`src/rtl/vec_dispatch_unit.sv`:
```
// Dispatch buffer between the scalar pipeline and the vector processor.
// Queues instructions with operands, issues them one at a time, holds each
// entry until completion is acknowledged, captures vsetvl results and flags
// completions that never arrive.
//
//  state      | meaning
//  -----------+--------------------------------------------------------
//  S_IDLE     | nothing offered; leaves as soon as the FIFO is non-empty
//  S_ISSUE    | head entry offered on inst_valid, waiting for vec_pro_ready
//  S_WAIT_ACK | head accepted, waiting for vec_pro_ack or ack timeout
module vec_dispatch_unit #(
  parameter int XLEN        = 32,
  parameter int DEPTH       = 4,
  parameter int ACK_TIMEOUT = 255
) (
  input  logic            clk,
  input  logic            reset,
  input  logic            enq_valid,
  output logic            enq_ready,
  input  logic [XLEN-1:0] enq_instruction,
  input  logic [XLEN-1:0] enq_rs1_data,
  input  logic [XLEN-1:0] enq_rs2_data,
  output logic            inst_valid,
  output logic [XLEN-1:0] instruction,
  output logic [XLEN-1:0] rs1_data,
  output logic [XLEN-1:0] rs2_data,
  input  logic            vec_pro_ready,
  input  logic            vec_pro_ack,
  output logic            scalar_pro_ready,
  input  logic [XLEN-1:0] csr_out,
  output logic            rd_valid,
  output logic [XLEN-1:0] rd_data,
  output logic            err_timeout,
  output logic            busy
);

  localparam int PW = (DEPTH > 1) ? $clog2(DEPTH) : 1;
  localparam int CW = $clog2(DEPTH + 1);
  localparam int TW = (ACK_TIMEOUT > 1) ? $clog2(ACK_TIMEOUT + 1) : 1;

  typedef enum logic [1:0] {S_IDLE, S_ISSUE, S_WAIT_ACK} state_t;

  state_t          state, state_nxt;
  logic [PW-1:0]   wr_ptr, rd_ptr;
  logic [CW-1:0]   count, count_nxt;
  logic [TW-1:0]   tmo_cnt;
  logic [XLEN-1:0] inst_mem [DEPTH];
  logic [XLEN-1:0] rs1_mem  [DEPTH];
  logic [XLEN-1:0] rs2_mem  [DEPTH];

  logic enq_fire, ack_hit, timeout, pop, is_vsetvl;

  assign enq_ready        = (count != CW'(DEPTH));
  assign enq_fire         = enq_valid & enq_ready;
  assign ack_hit          = (state == S_WAIT_ACK) & vec_pro_ack;
  // Ack takes priority when it lands on the terminal-count cycle.
  assign timeout          = (state == S_WAIT_ACK) & ~vec_pro_ack & (tmo_cnt == '0);
  assign pop              = ack_hit | timeout;

  assign instruction      = inst_mem[rd_ptr];
  assign rs1_data         = rs1_mem[rd_ptr];
  assign rs2_data         = rs2_mem[rd_ptr];
  assign is_vsetvl        = (instruction[6:0] == 7'b1010111) && (instruction[14:12] == 3'b111);

  assign inst_valid       = (state == S_ISSUE);
  assign scalar_pro_ready = (state == S_WAIT_ACK);
  assign busy             = (state != S_IDLE) || (count != '0);

  // Occupancy after this edge's enqueue and pop.
  always_comb begin
    count_nxt = count;
    if (enq_fire && !pop)      count_nxt = count + CW'(1);
    else if (pop && !enq_fire) count_nxt = count - CW'(1);
  end

  // Payload storage; contents are only meaningful between the pointers.
  always_ff @(posedge clk) begin
    if (enq_fire) begin
      inst_mem[wr_ptr] <= enq_instruction;
      rs1_mem[wr_ptr]  <= enq_rs1_data;
      rs2_mem[wr_ptr]  <= enq_rs2_data;
    end
  end

  // FIFO pointers and occupancy.
  always_ff @(posedge clk) begin
    if (reset) begin
      wr_ptr <= '0;
      rd_ptr <= '0;
      count  <= '0;
    end else begin
      if (enq_fire) wr_ptr <= wr_ptr + PW'(1);
      if (pop)      rd_ptr <= rd_ptr + PW'(1);
      count <= count_nxt;
    end
  end

  // State register.
  always_ff @(posedge clk) begin
    if (reset) state <= S_IDLE;
    else       state <= state_nxt;
  end

  // Next-state decode; after a pop, go straight back to ISSUE if anything remains.
  always_comb begin
    state_nxt = state;
    case (state)
      S_IDLE:     if (count != '0) state_nxt = S_ISSUE;
      S_ISSUE:    if (vec_pro_ready) state_nxt = S_WAIT_ACK;
      S_WAIT_ACK: if (pop) state_nxt = (count_nxt != '0) ? S_ISSUE : S_IDLE;
      default:    state_nxt = S_IDLE;
    endcase
  end

  // Ack timer: loaded on entry to WAIT_ACK, expires when it reaches zero.
  always_ff @(posedge clk) begin
    if (reset) begin
      tmo_cnt <= '0;
    end else if ((state == S_ISSUE) && vec_pro_ready) begin
      tmo_cnt <= TW'(ACK_TIMEOUT - 1);
    end else if ((state == S_WAIT_ACK) && (tmo_cnt != '0)) begin
      tmo_cnt <= tmo_cnt - TW'(1);
    end
  end

  // vsetvl result capture and sticky timeout flag.
  always_ff @(posedge clk) begin
    if (reset) begin
      rd_valid    <= 1'b0;
      rd_data     <= '0;
      err_timeout <= 1'b0;
    end else begin
      rd_valid <= ack_hit & is_vsetvl;
      if (ack_hit && is_vsetvl) rd_data <= csr_out;
      if (timeout) err_timeout <= 1'b1;
    end
  end

endmodule

```
`config.mk`:
```
export PLATFORM = sky130hd
export DESIGN_NAME = vec_dispatch_unit
export DESIGN_NICKNAME = d
export VERILOG_FILES = /design/src/rtl/vec_dispatch_unit.sv
export SDC_FILE = /design/constraint.sdc
export NUM_CORES = 1
export LEC_CHECK = 0
export ABC_AREA = 0
export CAP_MARGIN = 40
export CORE_ASPECT_RATIO = 1.1
export CORE_MARGIN = 1
export CORE_UTILIZATION = 48
export CTS_CLUSTER_DIAMETER = 150
export DETAILED_ROUTE_END_ITERATION = 6
export PLACE_DENSITY = 0.79
export SLEW_MARGIN = 0
export SYNTH_ARGS = -nofsm -noshare
export SYNTH_HDL_FRONTEND = slang
export SYNTH_SLANG_ARGS = --single-unit
```
`constraint.sdc`:
```
create_clock -name clk -period 4.3 [get_ports clk]
set_input_delay 0.86 -clock clk [delete_from_list [all_inputs] [get_ports clk]]
set_output_delay 0.86 -clock clk [all_outputs]
set_load 0.005 [all_outputs]
```
run_1/met2.png
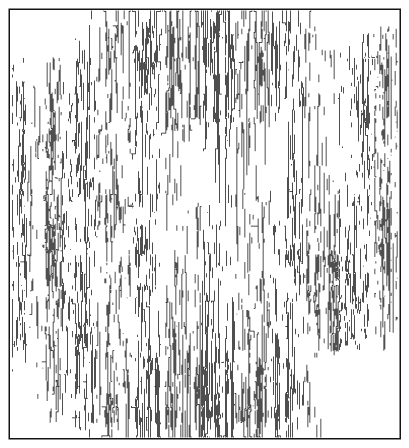
wire length on this layer	15800 um
longest straight run	69.4 um

run_1/drive_strength.png
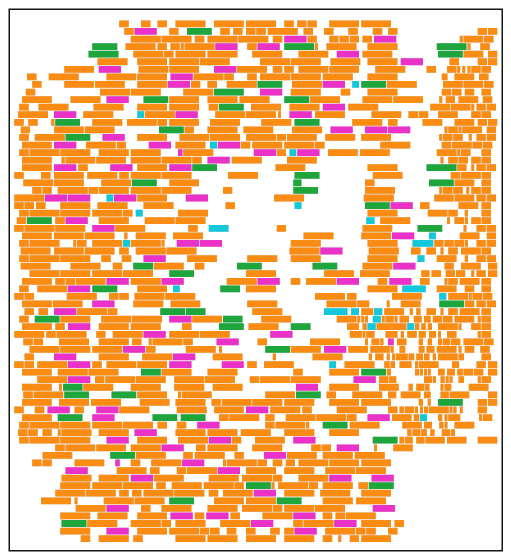
color	size	cells	share	most used
green	drive 6 and up	58	5.4%	clkbuf_16
orange	drive 1 or less	892	83%	edfxtp_1
cyan	drive 3 to 4	24	2.2%	buf_4
magenta	drive 2	99	9.2%	mux4_2

==> job_summary.md, run 1 <==
### Metrics collected by this job

| Metric | Value |
|---|---|
| Status | finished clean |
| Placeable core area | 0.0326 mm^2 |
| Seq group | 5.02 mW |
| Setup crit end kind | primary output |
| Number of nets in the finished design | 1183 |
| Required @ worst endpoint | 3440 ps |
| Clock network area share | 0.0670 |
| Mean routed wirelength per cell | 21.2 um |
| Clk network pwr share | 0.367 |
| Length in cells of the worst reg-to-reg path | 7 |
| DR vias | 8040 |
| Achievable clock frequency | 278 MHz |
| Warnings from Yosys | 0 |
| Post-placement worst setup slack | 1040 ps |
| Cts bufs inserted | 44 |
| Filler Cell Count | 2242 |
| Inserted Diodes | 2 |
| Inverters excl. clock | 8 |
| Least-Margin Pin Slew | 748 ps |
| Async set-reset flop share out of synthesis | 0 |
| Net Switching | 2.19 mW |
| Gate Count Post-Synth | 740 |
| Full die area | 0.0343 mm^2 |
| Final WS setup | 707 ps |
| Power per unit of standard cell area | 485 mW/mm^2 |
| Arrival @ worst endpoint | 2730 ps |
| Yosys chip area | 0.0161 mm^2 |
| Fraction of area in multi-input gates | 0.160 |
| Worst-path maximum fanout | 26 |
| Power share of the combinational group | 0.136 |
| Leading cell type in the layout, fill and taps excluded | sky130_fd_sc_hd__edfxtp_1 |
| Max-cap check violation count | 0 |
| Global-route congestion overflow total | 0 |
| Number of hold violations in the final report | 0 |
| Tap cell count | 426 |
| Synth top cells by count | sky130_fd_sc_hd__edfxtp_1 (384), sky130_fd_sc_hd__mux4_2 (96), sky130_fd_sc_hd__dfxtp_1 (53), sky130_fd_sc_hd__nor2_1 (46), sky130_fd_sc_hd__mux2i_1 (36) |
| Number of levels the H-tree was split into | 2 |
| Detailed-routing iteration count for the pre-antenna-repair pass | 5 |
| Total power | 10.1 mW |
| Sinks on Clock Net | 437 |
| Area growth, synth to finish | 29.2% |
| Routability cong. | 0.751 |
| Clock network latency to the later pin of the worst-skew pair | 540 ps |
| Post-cts hold buffer count | 0 |
| Reg-to-reg setup timing slack | 1360 ps |
| Leakage power | 6.65 nW |
| Type of the setup path with the least slack | flop to primary output |
| Worst voltage drop across the vdd grid | 0.348 mV |
| Power Internal | 7.90 mW |
| Hold crit path type | flop to flop |
| Ratio of routed vias to standard cells | 5.36 |
| Sequential Area | 0.0126 mm^2 |
| Relative slew slack | 0.499 |
| Power in the clock group | 3.71 mW |
| Final setup violation count | 0 |
| RSZ-0062 raised after global routing | no |
| Number of sequential cells in the layout | 437 |
| Clock Buffer Count | 60 |
| Cells resized by post-CTS repair | 0 |
| Initial antenna violation count | 3 |
| Max Buffers Root-to-Sink | 3 |
run_1/cell_classes.png
Scale bar: 50 um. Fill, decap, tap and diode cells in gray.
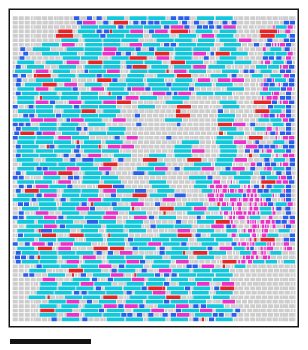
color	class	cells	share of their area
magenta	all other logic	272	17%
red	clock drivers and dummy loads	77	6.9%
cyan	flip-flops	437	62%
blue	other buffers and delay cells	287	14%
sequential share of cell area: 0.606
core utilization of the finished layout: 0.637
row count: 69

## run 1: worst max-delay path: stages (launching register included)
cell	delay, ps
sky130_fd_sc_hd__dfxtp_4	720
sky130_fd_sc_hd__buf_4	410
sky130_fd_sc_hd__mux4_2	540
sky130_fd_sc_hd__clkdlybuf4s50_1	510
## run 1: layer usage
layer,up-vias,wire length [um],global-route usage,share of wire
li1,3624,-,-,-
met1,4078,12600,0.240,0.39
met2,286,15800,0.306,0.49
met3,50,2900,0.0598,0.091
met4,2,607,0.0572,0.019
met5,-,13,0,0.00041
## run 1: logic make-up (layout without fill, tap and decap cells)
group | Yosys count | count (layout) | synth area share
flip-flops | 437 | 437 | 0.783
other | 0 | 2 | 0
XOR/XNOR | 11 | 11 | 0.00599
multiplexers | 132 | 132 | 0.157
AND/OR/NAND/NOR | 89 | 89 | 0.0278
AND-OR/OR-AND | 24 | 24 | 0.00910
buffers and inverters | 39 | 372 | 0.0116
adder cells (fa/ha/maj) | 8 | 8 | 0.00622
## run 1: how the worst min path moves through the flow
stage	start	to	slack [ps]
after floorplan	err_timeout$_SDFFE_PP0P_	err_timeout$_SDFFE_PP0P_	460
after global placement	rd_data[16]$_SDFFE_PP0P_	rd_data[16]$_SDFFE_PP0P_	470
after detailed placement	rd_data[19]$_SDFFE_PP0P_	rd_data[19]$_SDFFE_PP0P_	480
after CTS	rd_data[19]$_SDFFE_PP0P_	rd_data[19]$_SDFFE_PP0P_	500
after global routing	rd_data[16]$_SDFFE_PP0P_	rd_data[16]$_SDFFE_PP0P_	520
final	rd_data[19]$_SDFFE_PP0P_	rd_data[19]$_SDFFE_PP0P_	490
## Run 2: what changed since run 1
- CORE_UTILIZATION: 48 -> 53
- PLACE_DENSITY: 0.79 -> 0.83
- clock period: 4.3 -> 3.7 ns (I/O delays scaled with it)
==> run 2 against run 1 <==
Net effect:
- utilization increased by 5.8 points
- worst hold slack lost 2.0 ps
- sequential cell count unchanged
- global-route usage rose by 1.3 points
- first-iteration DRC count rose by 10%
==> job_summary.md, run 2 <==
### Metrics collected by this job

| Metric | Value |
|---|---|
| Portion of the clock cycle consumed by the worst path in the final layout | 0.905 |
| Cells resized by post-CTS repair | 0 (unchanged) |
| Global-route wire length before repair | 46900 um |
| Synth top cells by count | sky130_fd_sc_hd__edfxtp_1 (384), sky130_fd_sc_hd__mux4_2 (96), sky130_fd_sc_hd__dfxtp_1 (53), sky130_fd_sc_hd__nor2_1 (46), sky130_fd_sc_hd__mux2i_1 (36) |
| Initial antenna violation count | 4 (+1) |
| Iteration-0 DRC Markers | 541 |
| Yosys cell types | 40 |
| Global-route congestion overflow total | 0 (unchanged) |
| Relative slew slack | 0.448 (-0.0511) |
| Worst stage delay on the critical path | 600 ps (-120 ps) |
| Mean instance size in the synthesized netlist | 21.7 um^2 |
| HPWL reported at the end of detailed placement | 19500 um |
| Area growth, synth to finish | 28.5% |
| DR vias | 8048 (+0.10%) |
| Leading cell type in the layout, fill and taps excluded | sky130_fd_sc_hd__edfxtp_1 |
| Ratio of routed vias to standard cells | 5.55 (+3.5%) |
| Type of the setup path with the least slack | flop to primary output |
| Clock tree root driver cell | sky130_fd_sc_hd__clkbuf_16 |
| Top cell type by total area after synthesis | sky130_fd_sc_hd__edfxtp_1 |
| Final setup violation count | 0 (unchanged) |
| Share of cells above drive strength 1 | 0.171 |
| Post-synthesis instance area | 0.0161 mm^2 |
| Number of hold violations in the final report | 0 (unchanged) |
| Detailed-routing iteration count for the pre-antenna-repair pass | 5 (unchanged) |
| Number of nets in the finished design | 1183 (unchanged) |
| Max-cap check violation count | 0 (unchanged) |
| Biggest regs | inst_mem (128), rs1_mem (128), rs2_mem (128) |
| Hold path start | rd_data[31]$_SDFFE_PP0P_ |
| Post-cts hold buffer count | 0 (unchanged) |
| Startpoint type of the worst setup path | flop |
| Power per unit of standard cell area | 551 mW/mm^2 (+13%) |
| Cts bufs inserted | 43 (-2.3%) |
| Setup repair bufs after CTS | 0 |
| Number of slew-limit violations in the final report | 0 |
| Row count | 66 (-4.3%) |
| Required @ worst endpoint | 2960 ps (-480 ps) |
| Hold crit path type | flop to flop |
| Cell Count, Final, Fillers Out | 1451 |
| Placeable core area | 0.0297 mm^2 (-8.9%) |
| Top delay family on crit path | buffers and inverters |
| Sequential element share of the synthesized area | 0.783 |
| Met1 track utilization from global routing | 0.245 (+0.00463) |
| Status | finished clean |
| Number of nets at floorplan | 881 |
| TritonCTS clock tree | yes |
| Layer with the highest usage | met2 |
| Cell count after placement | 1371 |
| Worst voltage drop across the vdd grid | 0.447 mV (+28%) |
| Worst-path maximum fanout | 18 (-31%) |
| Achievable clock frequency | 299 MHz |
| Vias in the first global route | 8441 |
| Met3 Wirelength | 2080 um (-28%) |
| Buf+Inv Stages, Crit Path | 2 (unchanged) |
| Max Buffers Root-to-Sink | 3 (unchanged) |
| Gate Count Post-Synth | 740 (unchanged) |
| Floorplan-stage core utilization | 0.541 |
| Number of warnings the tools reported | 31 |
| Chip Height | 185 um |
| Yosys chip area | 0.0161 mm^2 (unchanged) |
| Leading post-synthesis cells by cell area | sky130_fd_sc_hd__edfxtp_1 (72%), sky130_fd_sc_hd__mux4_2 (13%), sky130_fd_sc_hd__dfxtp_1 (6.6%), sky130_fd_sc_hd__mux2i_1 (2.2%), sky130_fd_sc_hd__nor2_1 (1.1%) |
| Register bit count reported by yosys | 437 |
| Top-area cell share | 0.717 |
| Cell-by-cell trace of the critical path | buf_4, mux4_2, clkdlybuf4s50_1 |
| Async set-reset flop share out of synthesis | 0 (unchanged) |
| Met2 Track Usage GR | 0.341 (+0.0345) |
| Number of buffer cells added on primary ports | 266 |
| Met2 routed WL | 15800 um (+0.30%) |
| Sinks on Clock Net | 437 (unchanged) |
| DRC viols | 0 |
| Count of library flops with an enable pin | 384 |
| Final antenna-violating net count | 0 |
| Leakage power | 6.61 nW (-0.57%) |
| Wire length reported by the detailed router | 30800 um |
| IO Pins | 267 |
| Met1 layer wirelength in the final routing | 11900 um (-5.2%) |
| Maximum number of pins on one net before global-route repair | 54 |
| Count of instantiated cells in the yosys netlist | 740 |
| Post-placement worst setup slack | 723 ps (-315 ps) |
| Crit path max-delay cell type | sky130_fd_sc_hd__dfxtp_4 |
| Most frequent cell after synthesis | sky130_fd_sc_hd__edfxtp_1 |
| Uppermost layer routed | met5 |
| Fin Clk Skew | 11.3 ps |
| Routability cong. | 0.723 (-3.8%) |
| Post-layout min period | 3350 ps |
| Clock network latency to the later pin of the worst-skew pair | 520 ps (-20 ps) |
| Total global routing track utilization | 0.201 |
| Full die area | 0.0311 mm^2 (-9.3%) |
| Die W | 168 um |
| Filler Cell Count | 1829 (-18%) |
| Number of levels the H-tree was split into | 2 (unchanged) |
| Flip-flop cell with the highest count after synthesis | sky130_fd_sc_hd__edfxtp_1 |
| Setup crit end kind | primary output |
| RSZ-0062 raised after global routing | no |
| Arrival @ worst endpoint | 2610 ps (-120 ps) |
| Hold slack | 487 ps |
| Mean routed wirelength per cell | 21.2 um (about the same) |
| Clock-pin slew reported for the worst setup and hold paths after clock tree synthesis | 60 ps |
| Met3 track demand over resource in global routing | 0.0567 (-0.00312) |
| Least-Margin Pin Slew | 825 ps (+76.4 ps) |
| Setup total negative slack | 0 ps |
| Warnings from Yosys | 0 (unchanged) |
| Top logic cells by instance count in the layout | sky130_fd_sc_hd__edfxtp_1 (384), sky130_fd_sc_hd__clkdlybuf4s50_1 (266), sky130_fd_sc_hd__mux4_2 (96) |
run 2: cell counts after synthesis:
No cell type changed its count.
run 2: per-stage QoR:
stage	area [um^2]	power (mW)	util
global placement	19400	7.50	0.652
detailed placement	19400	7.55	0.652
finish	20700	11.4	0.696
floorplan	16100	6.68	-
global route	20700	11.8	0.695
CTS	20700	11.5	0.695
run 2: cells by family after synthesis:
kind of cell,Yosys count,synth area share
buffers and inverters,39,0.0116
muxes,132,0.157
adders and majority gates,8,0.00622
xor gates and xnor gates,11,0.00599
DFF,437,0.783
and+or+nand+nor,89,0.0278
AOI/OAI and AO/OA,24,0.00910
run 2: worst paths after layout:
path                                    to  cells past startpoint  slack [ps]
hold / removal    rd_data[31]$_SDFFE_PP0P_                      2         490
setup reg to reg  rd_data[12]$_SDFFE_PP0P_                      7         980
setup / recovery              rs1_data[24]                      3         350
hold reg to reg   rd_data[31]$_SDFFE_PP0P_                      2         490
run 2: tightest hold or removal path, cell delays in order (launching register included):
cell	delay, ps
sky130_fd_sc_hd__dfxtp_1	320
sky130_fd_sc_hd__mux2i_1	60
sky130_fd_sc_hd__nor2_1	70
run 2: area by class of cell:
class	instances	area (um^2)	area share
Multi-Input combinational cell	264	3320	0.161
Sequential cell	437	12600	0.609
Antenna cell	4	10.0	0.000484
Clock inverter	23	170	0.00823
Inverter	8	30.0	0.00145
Timing Repair Buffer	288	2970	0.143
Clock buffer	53	1110	0.0538
Tap cell	374	468	0.0226
run 2: power breakdown:
| part | total (mW) | switching (mW) | internal [mW] | leakage (nW) |
|---|---|---|---|---|
| Clock | 3.96 | 1.68 | 2.28 | 0.614 |
| Sequential | 5.83 | 0.116 | 5.71 | 3.96 |
| Combinational | 1.60 | 0.699 | 0.905 | 2.04 |
| Total | 11.4 | 2.50 | 8.89 | 6.61 |
run_2/drive_strength.png
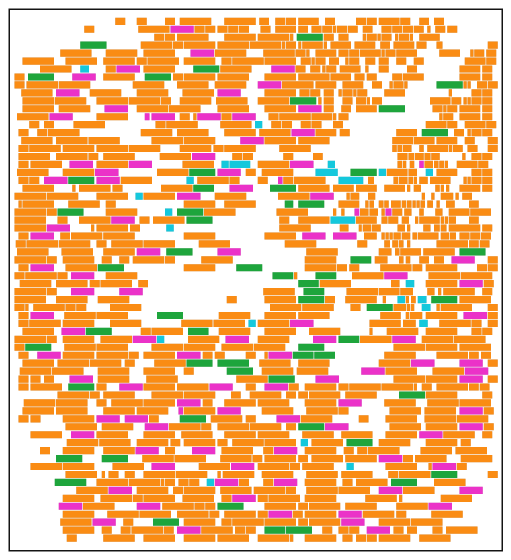
color	size	cells	share	most used
cyan	drive 3 to 4	24	2.2%	buf_4
orange	drive 1 or less	890	83%	edfxtp_1
green	drive 6 and up	57	5.3%	clkbuf_16
magenta	drive 2	102	9.5%	mux4_2
Final WS setup: 352 ps
buffer count excluding the clock tree in the final layout: 288

run_2/met2.png
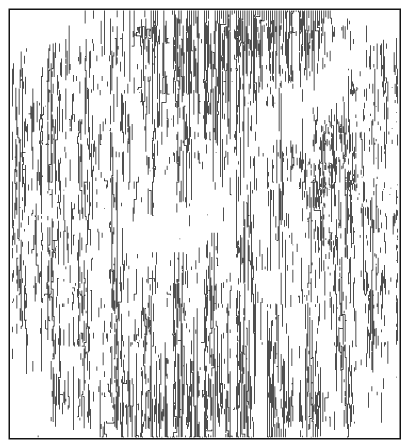
longest straight run	65.8 um
wire length on this layer	15800 um
nets with wire on the layer	1093
share of all routed wire	51%
main direction	vertical

No activity file was given, so power comes from the tool's default toggle rates.
